===== config.mk =====
export PLATFORM = sky130hd
export DESIGN_NAME = os_array_ctrl
export DESIGN_NICKNAME = d
export VERILOG_FILES = /design/src/rtl/os_array_ctrl.sv
export SDC_FILE = /design/constraint.sdc
export NUM_CORES = 1
export LEC_CHECK = 0
export CORE_ASPECT_RATIO = 1.4
export CORE_MARGIN = 8
export CORE_UTILIZATION = 60
export DETAILED_ROUTE_END_ITERATION = 12
export HOLD_SLACK_MARGIN = 0.05
export PLACE_DENSITY = 0.86
export SYNTH_ARGS = -nofsm -noshare
export SYNTH_HDL_FRONTEND = slang
export SYNTH_SLANG_ARGS = --single-unit
export TNS_END_PERCENT = 100

===== constraint.sdc =====
create_clock -name clk -period 9 [get_ports clk]
set_input_delay 2.7 -clock clk [delete_from_list [all_inputs] [get_ports clk]]
set_output_delay 2.7 -clock clk [all_outputs]
set_load 0.03 [all_outputs]

===== src/rtl/os_array_ctrl.sv =====
// Output-stationary systolic array controller.
// Each tile runs CLEAR (1 cycle), FEED (k_len+N-1 steps), DRAIN (N-1 steps) and OUT (N rows).
// While stall is high, FEED/DRAIN progress is frozen. In OUT, each row is held until res_ready.
// Ports: clk/rst (sync, active-high), start/k_len tile request, stall operand backpressure,
//        busy/done status, pe_load_acc/pe_en array control, rd_en/rd_idx/lane_valid operand feed,
//        res_valid/res_ready/res_row result row handshake.
module os_array_ctrl #(
  parameter int ARRAY_N = 4,
  parameter int KLEN_W  = 8,
  localparam int ROW_W  = $clog2(ARRAY_N)
) (
  input  logic                clk,
  input  logic                rst,
  input  logic                start,
  input  logic [KLEN_W-1:0]   k_len,
  input  logic                stall,
  output logic                busy,
  output logic                done,
  output logic                pe_load_acc,
  output logic                pe_en,
  output logic                rd_en,
  output logic [KLEN_W:0]     rd_idx,
  output logic [ARRAY_N-1:0]  lane_valid,
  output logic                res_valid,
  input  logic                res_ready,
  output logic [ROW_W-1:0]    res_row
);

  localparam int TW = KLEN_W + 1;

  typedef enum logic [2:0] {
    IDLE  = 3'd0,
    CLEAR = 3'd1,
    FEED  = 3'd2,
    DRAIN = 3'd3,
    OUT   = 3'd4
  } state_t;

  state_t            state_q, state_d;
  logic [KLEN_W-1:0] k_q;
  logic [TW-1:0]     t_q;
  logic [ROW_W-1:0]  dcnt_q;
  logic [ROW_W-1:0]  row_q;
  logic              done_q;

  logic [TW-1:0]     t_last;
  logic              feed_last, drain_last, row_last;

  // The last wavefront is the one where the final operand enters lane N-1.
  // t is one bit wider than k_len, so k_len = max does not wrap.
  assign t_last     = {1'b0, k_q} + TW'(ARRAY_N - 2);
  assign feed_last  = (t_q == t_last);
  assign drain_last = (dcnt_q == ROW_W'(ARRAY_N - 2));
  assign row_last   = (row_q == ROW_W'(ARRAY_N - 1));

  // Skewed injection: lane i carries operand element t-i while it is in [0, k_len).
  always_comb begin
    lane_valid = '0;
    if (state_q == FEED) begin
      for (int i = 0; i < ARRAY_N; i++) begin
        lane_valid[i] = (t_q >= TW'(i)) && ((t_q - TW'(i)) < {1'b0, k_q});
      end
    end
  end

  always_comb begin
    state_d     = state_q;
    busy        = (state_q != IDLE);
    pe_load_acc = (state_q == CLEAR);
    pe_en       = ((state_q == FEED) || (state_q == DRAIN)) && !stall;
    rd_en       = (state_q == FEED) && (|lane_valid) && !stall;
    rd_idx      = t_q;
    res_valid   = (state_q == OUT);
    res_row     = row_q;
    done        = done_q;
    case (state_q)
      IDLE:    if (start) state_d = CLEAR;
      CLEAR:   state_d = (k_q != '0) ? FEED : OUT;
      FEED:    if (!stall && feed_last) state_d = DRAIN;
      DRAIN:   if (!stall && drain_last) state_d = OUT;
      OUT:     if (res_ready && row_last) state_d = IDLE;
      default: state_d = IDLE;
    endcase
  end

  always_ff @(posedge clk) begin
    if (rst) begin
      state_q <= IDLE;
      k_q     <= '0;
      t_q     <= '0;
      dcnt_q  <= '0;
      row_q   <= '0;
      done_q  <= 1'b0;
    end else begin
      state_q <= state_d;
      done_q  <= (state_q == OUT) && res_ready && row_last;
      case (state_q)
        IDLE: begin
          if (start) k_q <= k_len;
          t_q    <= '0;
          dcnt_q <= '0;
          row_q  <= '0;
        end
        FEED:    if (!stall) t_q <= t_q + 1'b1;
        DRAIN:   if (!stall) dcnt_q <= dcnt_q + 1'b1;
        OUT:     if (res_ready) row_q <= row_q + 1'b1;
        default: ;
      endcase
    end
  end

endmodule


run_1/cell_density.png
Bar = 20 um. 7 x 9 tiles, from black (low) to pale yellow (high), 0 to 100% covered.
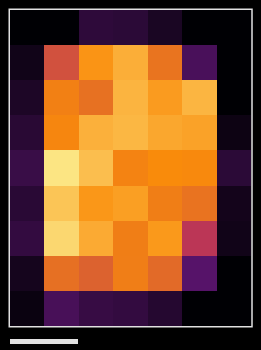
nearly empty tiles: 14%
tiles over 75% full: 27%
emptiest ninth of the die: bottom right
mean over tiles: 43%
densest ninth of the die: middle
fullest tile: 95%

run_1/io_fan.png
Bar = 20 um.
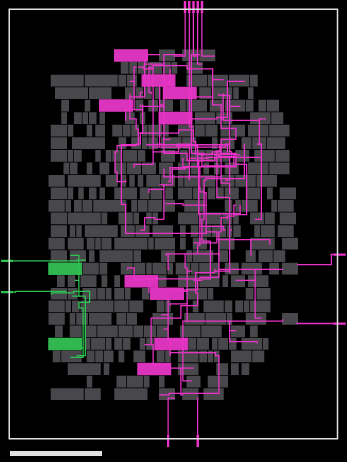
legend:
  rd_idx:
    colour: magenta
    direction: output
    edge: 5 top, 2 bottom, 2 right
    end_cells: 9
    buffers: 9
    wire: 1160 um
  res_row:
    colour: green
    direction: output
    edge: left
    end_cells: 2
    buffers: 2
    wire: 87.2 um
boundary pin count: 34
buffers added on ports: 33

run_1/placement_by_type.png
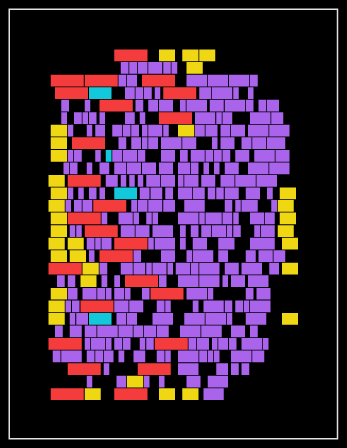
legend:
  remaining buffers and delay cells:
    colour: yellow
    cells: 33
  combinational and other logic:
    colour: purple
    cells: 288
  clock drivers and dummy loads:
    colour: cyan
    cells: 4
  sequential cells:
    colour: red
    cells: 25
num rows: 28
post-route cell area: 2900 sq um

==> flow_summary_export.csv, run 1 <==
group,metric,value,unit
synth,dominant_cell_by_count_in_the_synthesized_netlist,"sky130_fd_sc_hd__ha_1",
synth,synth.cellmix.xorXnorShare,0.100,
final_timing,max_slew_margin,0.480,
run,openroad.warnings,34,
power_and_ir_drop,p_sw_frac,0.366,
synth,syn-instance-count,328,
final_layout,final_net_count,405,
synth,yosys.area_share.aoi,0.198,
status,result_of_the_run,"completed",
final_timing,number_of_pins_exceeding_their_max_slew_limit_in_the_final_report,0,
detailed_routing,vias,2480,
clocking,post_cts.repair.setup_buffers,0,
synth,synth_top_cell_by_area,"sky130_fd_sc_hd__ha_1",
final_layout,layout-drive-gt1-share,0.0314,
global_routing,first_global_vias,2473,
synth,yosys-top-cells-count,"sky130_fd_sc_hd__ha_1 (41), sky130_fd_sc_hd__nand2_1 (39), sky130_fd_sc_hd__a21oi_1 (29)",
clocking,clkLatencyLatePin,0.27,ns
final_layout,layout_top_cells_excl_fill_tap,"sky130_fd_sc_hd__ha_1 (41), sky130_fd_sc_hd__nand2_1 (39), sky130_fd_sc_hd__clkdlybuf4s50_1 (33)",
synth,yosysChipArea,2530,sq um
synth,fa_ha_area_frac,0.203,
clocking,worst_setup_hold_path_clk_slew,0.09,ns
synth,synthTopCellsByArea,"sky130_fd_sc_hd__ha_1 (20%), sky130_fd_sc_hd__dfxtp_1 (20%), sky130_fd_sc_hd__nand2_1 (5.8%)",
die,tapCellCount,45,
place,finalWeightedCongestion,0.888,
synth,yosys-mux-area-fraction,0,
detailed_routing,routedWlPerCell,16.2,um
final_layout,sh_seq_area,0.172,
final_layout,syn_to_final_growth,14.8,%
final_layout,buffers,33,
place,post-dp-hpwl,5.02,mm
power_and_ir_drop,leak_pwr,0.00112,uW
final_layout,seq_cell_count,25,
critical_path,worst-path-max-fanout,13,
synth,enable_flop_cells,0,
clocking,cts-buffers-inserted,3,
global_routing,groute.usage.overall,0.197,
die,height_of_the_chip,92.8,um
final_timing,skew,0.00277,ns
final_layout,final_core_util,0.702,
critical_path,worst-endpoint-required,6.30,ns
critical_path,critical_path_arrival,4.37,ns
clocking,htree_num_levels,1,
global_routing,grt_pass1_wl,10.7,mm
clocking,tritoncts_clock_tree,"built",
synth,leading_register_cell_type_out_of_synthesis,"sky130_fd_sc_hd__dfxtp_1",
final_layout,fillCellCount,358,
final_layout,sequential_cell_area,500,sq um
detailed_routing,finalWirelength,6.41,mm
power_and_ir_drop,power_frac_comb,0.345,
synth,synth.cellmix.simpleShare,0.248,
final_timing,min_period,7.07,ns
die,fp_util,0.612,
critical_path,cp-start-kind,"input port",
critical_path,crit_path_end_kind,"output port",
clocking,cts_sinks,25,
final_timing,fmaxAchievable,0.142,GHz
run,cap_viol_max_count,0,
final_timing,finalClockPeriodUsage,0.785,
detailed_routing,final_antenna_net_count,0,
power_and_ir_drop,netSwitchingPower,110,uW
power_and_ir_drop,seq_power_share,0.430,
global_routing,antenna_found_initial,0,
detailed_routing,first_pass_detailed_route_iteration_total,4,
final_layout,final-clk-cell-share,0.0155,
detailed_routing,vias_per_cell,6.28,
synth,post_synth.cell_area_avg,7.71,sq um
final_layout,inv_count,20,
final_layout,final-nonclk-buf-share,0.114,
final_layout,mi_logic_area,1900,sq um
power_and_ir_drop,cell_internal_pwr,191,uW
power_and_ir_drop,clkPwrFrac,0.225,
synth,ys.warnings.count,0,
synth,syn_area,2530,sq um
clocking,cts_root_buffer,"sky130_fd_sc_hd__clkbuf_8",
final_layout,final_layout_top_logic_cell,"sky130_fd_sc_hd__ha_1",
run 1: flip-flops by register name, indices dropped and copies added (netlist names):
register	cells
state_q	3
res_row	2
done	1
dcnt_q	2
k_q	8
rd_idx	9
run 1: power by group through the flow:
stage	Sequential, uW	Clock (uW)	Combinational [uW]
6_report	130	67.9	104
3_3_place_gp	132	0	100
2_1_floorplan	127	0	73.6
4_1_cts	129	69.8	104
3_5_place_dp	132	0	104
5_1_grt	131	73.5	116
run 1: through the flow:
step | hold slack (ns) | cells | setup slack, ns | cell area, sq um | total power, uW
2_1_floorplan | 0.469 | 328 | 2.64 | 2530 | 201
3_3_place_gp | 0.490 | 391 | 1.95 | 2860 | 232
3_5_place_dp | 0.500 | 391 | 1.95 | 2860 | 236
4_1_cts | 0.513 | 395 | 1.96 | 2900 | 303
6_report | 0.512 | 395 | 1.93 | 2900 | 301
5_1_grt | 0.553 | 395 | 1.87 | 2900 | 321
run 1: path summary, 6_finish.rpt:
check	end	slack, ns	depth (start not counted)	from
max	rd_en	1.93	3	stall
min	res_row[0]	0.51	2	res_row[0]
max reg2reg	rd_idx[8]	6.85	5	rd_idx[3]
min reg2reg	res_row[0]	0.51	2	res_row[0]
run 1: worst max-delay path, cell delays in order:
cell and delay (ns):
sky130_fd_sc_hd__clkdlybuf4s50_1 0.65, sky130_fd_sc_hd__a311oi_1 0.30, sky130_fd_sc_hd__clkdlybuf4s50_1 0.72
run 1: kinds of logic after synthesis:
kind of cell / Yosys count
buffers and inverters: 35
xor gates and xnor gates: 29
AOI/OAI and AO/OA: 77
DFF: 25
adders and majority gates: 41
and+or+nand+nor: 121
run 1: layer usage:
layer	vias up	routed length, um	global-route usage
met1	1157	2500	0.203
met4	0	293	0.132
met2	87	3290	0.357
li1	1211	-	-
met3	25	327	0.0281
met5	-	0	0
==> inputs of run 2 (changes only) <==
Settings changed: CORE_UTILIZATION 60 to 51, PLACE_DENSITY 0.86 to 0.78.
Clock period 9 ns to 6.2 ns, I/O delays scaled along.
run_2/io_fan.png
Bar = 20 um.
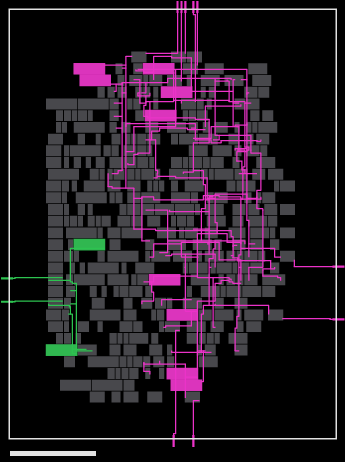
legend:
  rd_idx:
    colour: magenta
    direction: output
    edge: 5 top, 2 bottom, 2 right
    end_cells: 9
    buffers: 10
    wire: 1290 um
  res_row:
    colour: green
    direction: output
    edge: left
    end_cells: 2
    buffers: 2
    wire: 90.0 um

==> flow_summary_export.csv, run 2 <==
group,metric,value,unit
status,result_of_the_run,"completed",
clocking,worst_setup_hold_path_clk_slew,0.09,ns
synth,yosys.area_share.aoi,0.198,
die,fp_util,0.526,
run,cap_viol_max_count,0,
clocking,post_cts.repair.setup_buffers,0,
final_timing,max_slew_margin,0.457,
synth,yosys-mux-area-fraction,0,
synth,synth.cellmix.simpleShare,0.248,
final_layout,layout-drive-gt1-share,0.0342,
synth,ys.warnings.count,0,
synth,post_synth.cell_area_avg,7.71,sq um
critical_path,worst-path-max-fanout,12,
die,pin_count,34,
critical_path,path_cells,"inv_1 > ha_1 > nor2b_1 > nand2_1 > a21oi_1 > xor2_1 > ha_1 > a211o_1 > a221oi_2 > a32oi_1 > a311oi_1 > clkdlybuf4s50_1",
clocking,clkLatencyLatePin,0.27,ns
worst_hold_path,min-delay-start,"k_q[7]",
synth,yosysChipArea,2530,sq um
clocking,cts_sinks,25,
final_timing,number_of_pins_exceeding_their_max_slew_limit_in_the_final_report,0,
clocking,cts_root_buffer,"sky130_fd_sc_hd__clkbuf_8",
final_layout,final_layout_top_logic_cell,"sky130_fd_sc_hd__ha_1",
critical_path,critical_path.slowest_cell,"sky130_fd_sc_hd__clkdlybuf4s50_1",
final_timing,finalClockPeriodUsage,0.918,
final_layout,final_core_util,0.611,
critical_path,critical_path_arrival,3.83,ns
critical_path,crit_path_end_kind,"output port",
detailed_routing,final_antenna_net_count,0,
place,finalWeightedCongestion,0.941,
synth,leading_register_cell_type_out_of_synthesis,"sky130_fd_sc_hd__dfxtp_1",
clocking,tritoncts_clock_tree,"built",
synth,syn-instance-count,328,
final_layout,final-instance-count-excl-fill,415,
final_layout,syn_to_final_growth,16.0,%
global_routing,groute.usage.overall,0.180,
final_timing,fmaxAchievable,0.176,GHz
critical_path,r2r_slack,3.95,ns
die,rows,30,
place,placed_cells_incl_taps,411,
clocking,cts-buffers-inserted,3,
synth,synth.cellmix.xorXnorShare,0.100,
place,dp_worst_setup_slack,0.794,ns
worst_hold_path,worst_hold_path.endpoint,"k_q[7]",
## run 2: routing by layer
metal  vias up  track usage  share of wire
li1       1211            -              -
met1      1151        0.188           0.40
met2        66        0.324           0.52
met3        21       0.0262          0.040
met4         0       0.0996          0.040
met5         -            0              0
## run 2: worst max-delay path by stage
stage / startpoint / end / depth (start not counted) / slack (ns)
3_3_place_gp: stall / rd_en / 3 / 0.82
4_1_cts: rd_idx[1] / rd_en / 12 / 0.52
5_1_grt: rd_idx[1] / rd_en / 12 / 0.25
6_report: rd_idx[1] / rd_en / 12 / 0.51
3_5_place_dp: stall / rd_en / 3 / 0.79
2_1_floorplan: rd_idx[2] / rd_en / 12 / 0.84
## run 2: power by group
part | total [uW] | internal (uW) | switching (uW)
registers | 187 | 170 | 17.4
clock network | 96.8 | 46.0 | 50.9
logic | 150 | 61.8 | 88.2
total | 434 | 277 | 156
## run 2: worst min-delay path, cell delays in order, from the launching register on
cell and delay [ns]:
sky130_fd_sc_hd__dfxtp_1 0.35, sky130_fd_sc_hd__nand2_1 0.06, sky130_fd_sc_hd__a21oi_1 0.05
## run 2: cell type report
type,instances,area [sq um]
multi-input combinational,268,1900
tap,64,80.1
clock buffer,4,45.0
fill,481,1870
sequential,25,500
timing repair buffer,34,338
inverter,20,75.1
## run 2: kinds of logic after synthesis
group                    after synthesis
AND-OR/OR-AND                         77
flip-flops                            25
AND/OR/NAND/NOR                      121
XOR/XNOR                              29
buffers and inverters                 35
adder cells (fa/ha/maj)               41
## run 2: stage by stage
step           power (uW)  instance area (sq um)
2_1_floorplan         292                   2530
3_3_place_gp          337                   2890
3_5_place_dp          341                   2890
4_1_cts               436                   2930
5_1_grt               464                   2930
6_report              434                   2930
==> inputs of run 3 (changes only) <==
Settings changed: CAP_MARGIN set to 0, PLACE_DENSITY 0.78 to not set, PLACE_DENSITY_LB_ADDON set to 0.05, RECOVER_POWER set to 100.
run_3/power_grid.png
Bar = 20 um. Pins as bars on the die edge.
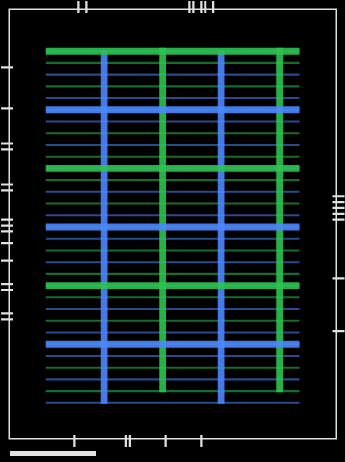
legend:
  VDD:
    colour: green
  VSS:
    colour: blue
met4 straps: 4
rows: 30
met5 straps: 6
die outline width: 75.5 um
Max rail drop VDD: 0.160 mV
height of the chip: 99.3 um
area of the core: 4800 sq um

==> flow_summary_export.csv, run 3 <==
group,metric,value,unit
detailed_routing,first_pass_detailed_route_iteration_total,4,
synth,yosys-top-cells-count,"sky130_fd_sc_hd__ha_1 (41), sky130_fd_sc_hd__nand2_1 (39), sky130_fd_sc_hd__a21oi_1 (29)",
critical_path,worst_r2r_endpoint,"rd_idx[8]",
final_layout,final_net_count,406,
critical_path,worst-path-max-fanout,12,
critical_path,critical_path_arrival,3.94,ns
detailed_routing,finalWirelength,6.64,mm
critical_path,timing.critical_path.max_delay_family,"buffers and inverters",
clocking,clock_tree.buffer_depth,2,
critical_path,critical_path.most_common_cell,"sky130_fd_sc_hd__ha_1",
clocking,clkLatencyLatePin,0.27,ns
critical_path,worst-endpoint-required,4.34,ns
detailed_routing,routedWlPerCell,16.0,um
place,placed_cells_incl_taps,411,
critical_path,cp-start-kind,"flop",
final_layout,sequential_cell_area,500,sq um
synth,enable_flop_cells,0,
final_layout,final-instance-count-excl-fill,415,
final_timing,skew,0.00244,ns
place,finalWeightedCongestion,0.877,
critical_path,timing_worst_setup_path_type,"reg2out",
final_timing,final_critical_path_setup_slack,0.395,ns
final_layout,final_core_util,0.610,
clocking,cts_repair_resize_count,0,
final_layout,fillCellCount,498,
detailed_routing,post-route-drc-count,0,
clocking,cts_sinks,25,
critical_path,critical-path-max-stage-delay,0.77,ns
global_routing,first_global_vias,2413,
clocking,htree_num_levels,1,
synth,synthTopCellsByArea,"sky130_fd_sc_hd__ha_1 (20%), sky130_fd_sc_hd__dfxtp_1 (20%), sky130_fd_sc_hd__nand2_1 (5.8%)",
final_layout,largest_reg_flops,9,
final_timing,setup_repair_after_global_routing_missed_its_margin,"false",
synth,ys.warnings.count,0,
final_timing,setup_tns,0,ns
synth,syn-instance-count,328,
detailed_routing,vias,2469,
global_routing,antenna_found_initial,0,
synth,dominant_cell_by_count_in_the_synthesized_netlist,"sky130_fd_sc_hd__ha_1",
clocking,post_cts.repair.setup_buffers,0,
critical_path,worst-path-buf-inv,2,
final_layout,stdcell_area,2930,sq um
run,openroad.warnings,34,
final_timing,fmaxAchievable,0.172,GHz
final_timing,number_of_pins_exceeding_their_max_slew_limit_in_the_final_report,0,
run,cap_viol_max_count,0,
final_timing,max_slew_margin,0.461,
global_routing,grt_pass1_wl,11.3,mm
critical_path,r2r_cells,5,
status,result_of_the_run,"completed",
critical_path,r2r_slack,3.90,ns
power_and_ir_drop,power_density,148,nW/um^2
final_layout,layout_top_cells_excl_fill_tap,"sky130_fd_sc_hd__ha_1 (41), sky130_fd_sc_hd__nand2_1 (39), sky130_fd_sc_hd__a21oi_1 (29)",
final_layout,syn_to_final_growth,15.8,%
place,dp_worst_setup_slack,0.761,ns
critical_path,crit_path_end_kind,"output port",
final_timing,min_period,5.80,ns
place,buffer_ports.inserted,33,
synth,synth_top_cell_by_area,"sky130_fd_sc_hd__ha_1",
synth,syn_area,2530,sq um
critical_path,worst_r2r_startpoint,"rd_idx[3]",
die,fp_util,0.526,
global_routing,groute.usage.overall,0.188,
detailed_routing,final_antenna_net_count,0,
final_layout,mi_logic_area,1890,sq um
clocking,cts_root_buffer,"sky130_fd_sc_hd__clkbuf_8",
critical_path,path_cells,"inv_1 > ha_1 > nor2b_1 > nand2_1 > a21oi_1 > xor2_1 > ha_1 > a211o_1 > a221oi_2 > a32oi_1 > a311oi_1 > dlygate4sd3_1",
synth,ys_seq_elements,25,
synth,post_synth.cell_area_avg,7.71,sq um
place,placement.cell_area,2890,sq um
final_layout,layout-drive-gt1-share,0.0313,
die,rows,30,
clocking,tritoncts_clock_tree,"built",
final_timing,finalClockPeriodUsage,0.936,
synth,leading_register_cell_type_out_of_synthesis,"sky130_fd_sc_hd__dfxtp_1",
detailed_routing,vias_per_cell,5.95,
place,post-dp-hpwl,5.23,mm
critical_path,timing.critical_path.to,"rd_en",
critical_path,critical_path.slowest_cell,"sky130_fd_sc_hd__dlygate4sd3_1",
clocking,cts-buffers-inserted,3,
die,pin_count,34,
final_layout,final_layout_top_logic_cell,"sky130_fd_sc_hd__ha_1",
critical_path,crit_start,"rd_idx[1]",
clocking,worst_setup_hold_path_clk_slew,0.08,ns
detailed_routing,drt-initial-drc-count,132,
[run 3: netlist changes by cell type in the layout (fill, tap and decap cells not counted), sizes merged]
cell / delta
clkdlybuf4s50: -23
dlygate4sd3: +23
[run 3: kinds of logic after synthesis]
logic type | share of synthesized area
AND-OR/OR-AND | 0.198
XOR/XNOR | 0.100
adder cells (fa/ha/maj) | 0.203
buffers and inverters | 0.0524
flip-flops | 0.198
AND/OR/NAND/NOR | 0.248
[run 3: worst min-delay path by stage]
stage | endpoint | slack [ns] | depth (start not counted) | from
after global routing | res_row[1] | 0.54 | 2 | res_row[1]
after floorplan | k_q[0] | 0.47 | 2 | k_q[0]
final | res_row[1] | 0.49 | 2 | res_row[1]
after detailed placement | res_row[1] | 0.49 | 2 | res_row[1]
after CTS | res_row[1] | 0.50 | 2 | res_row[1]
after global placement | res_row[1] | 0.49 | 2 | res_row[1]
[run 3: cell type report]
class                   instances  share of cell area
clock buffers                   4              0.0154
inverters                      20              0.0256
flip-flops and latches         25               0.171
well taps                      64              0.0273
multi-input cells             268               0.645
repair buffers                 34               0.115
[run 3: per-layer routing]
metal	GRT usage	routed length [um]	up-vias
li1	-	-	1210
met1	0.214	2720	1185
met2	0.332	3470	59
met3	0.0181	254	15
met4	0.0847	194	0
met5	0	0	-
[run 3: stage by stage]
stage	hold slack [ns]	power, uW
floorplan	0.469	292
finish	0.494	434
detailed placement	0.490	345
CTS	0.505	442
global route	0.535	462
global placement	0.489	343
[run 3: where the power goes]
part           switching (uW)  internal (uW)
registers                18.7            169
logic                    89.4           59.9
clock network            50.2           46.0

## Gallery

Congestion heat map.
picture 1
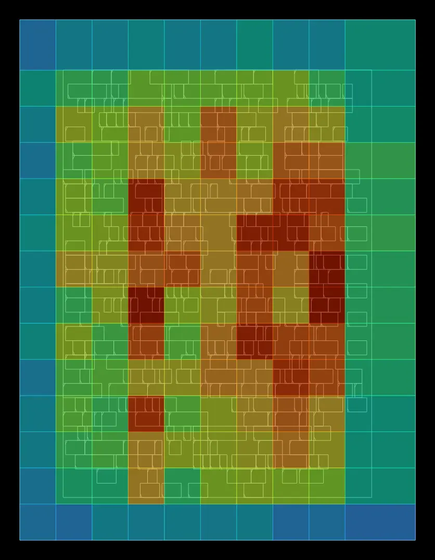
picture 2
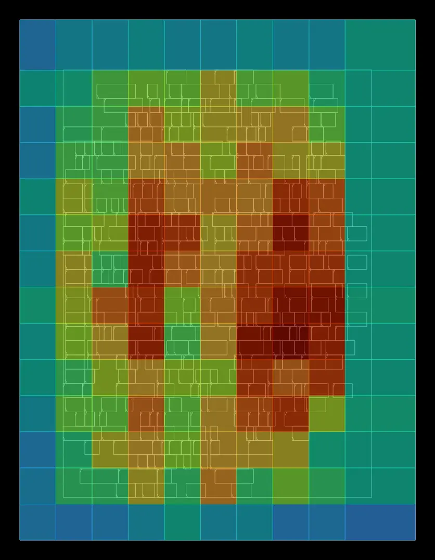
picture 3
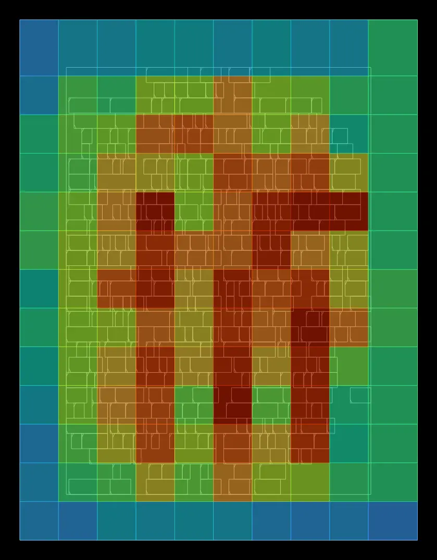
run 1 -> picture 3
run 3 -> picture 1
run 2 -> picture 2

Power figures rest on the tool's default switching activity, not on a simulated workload.
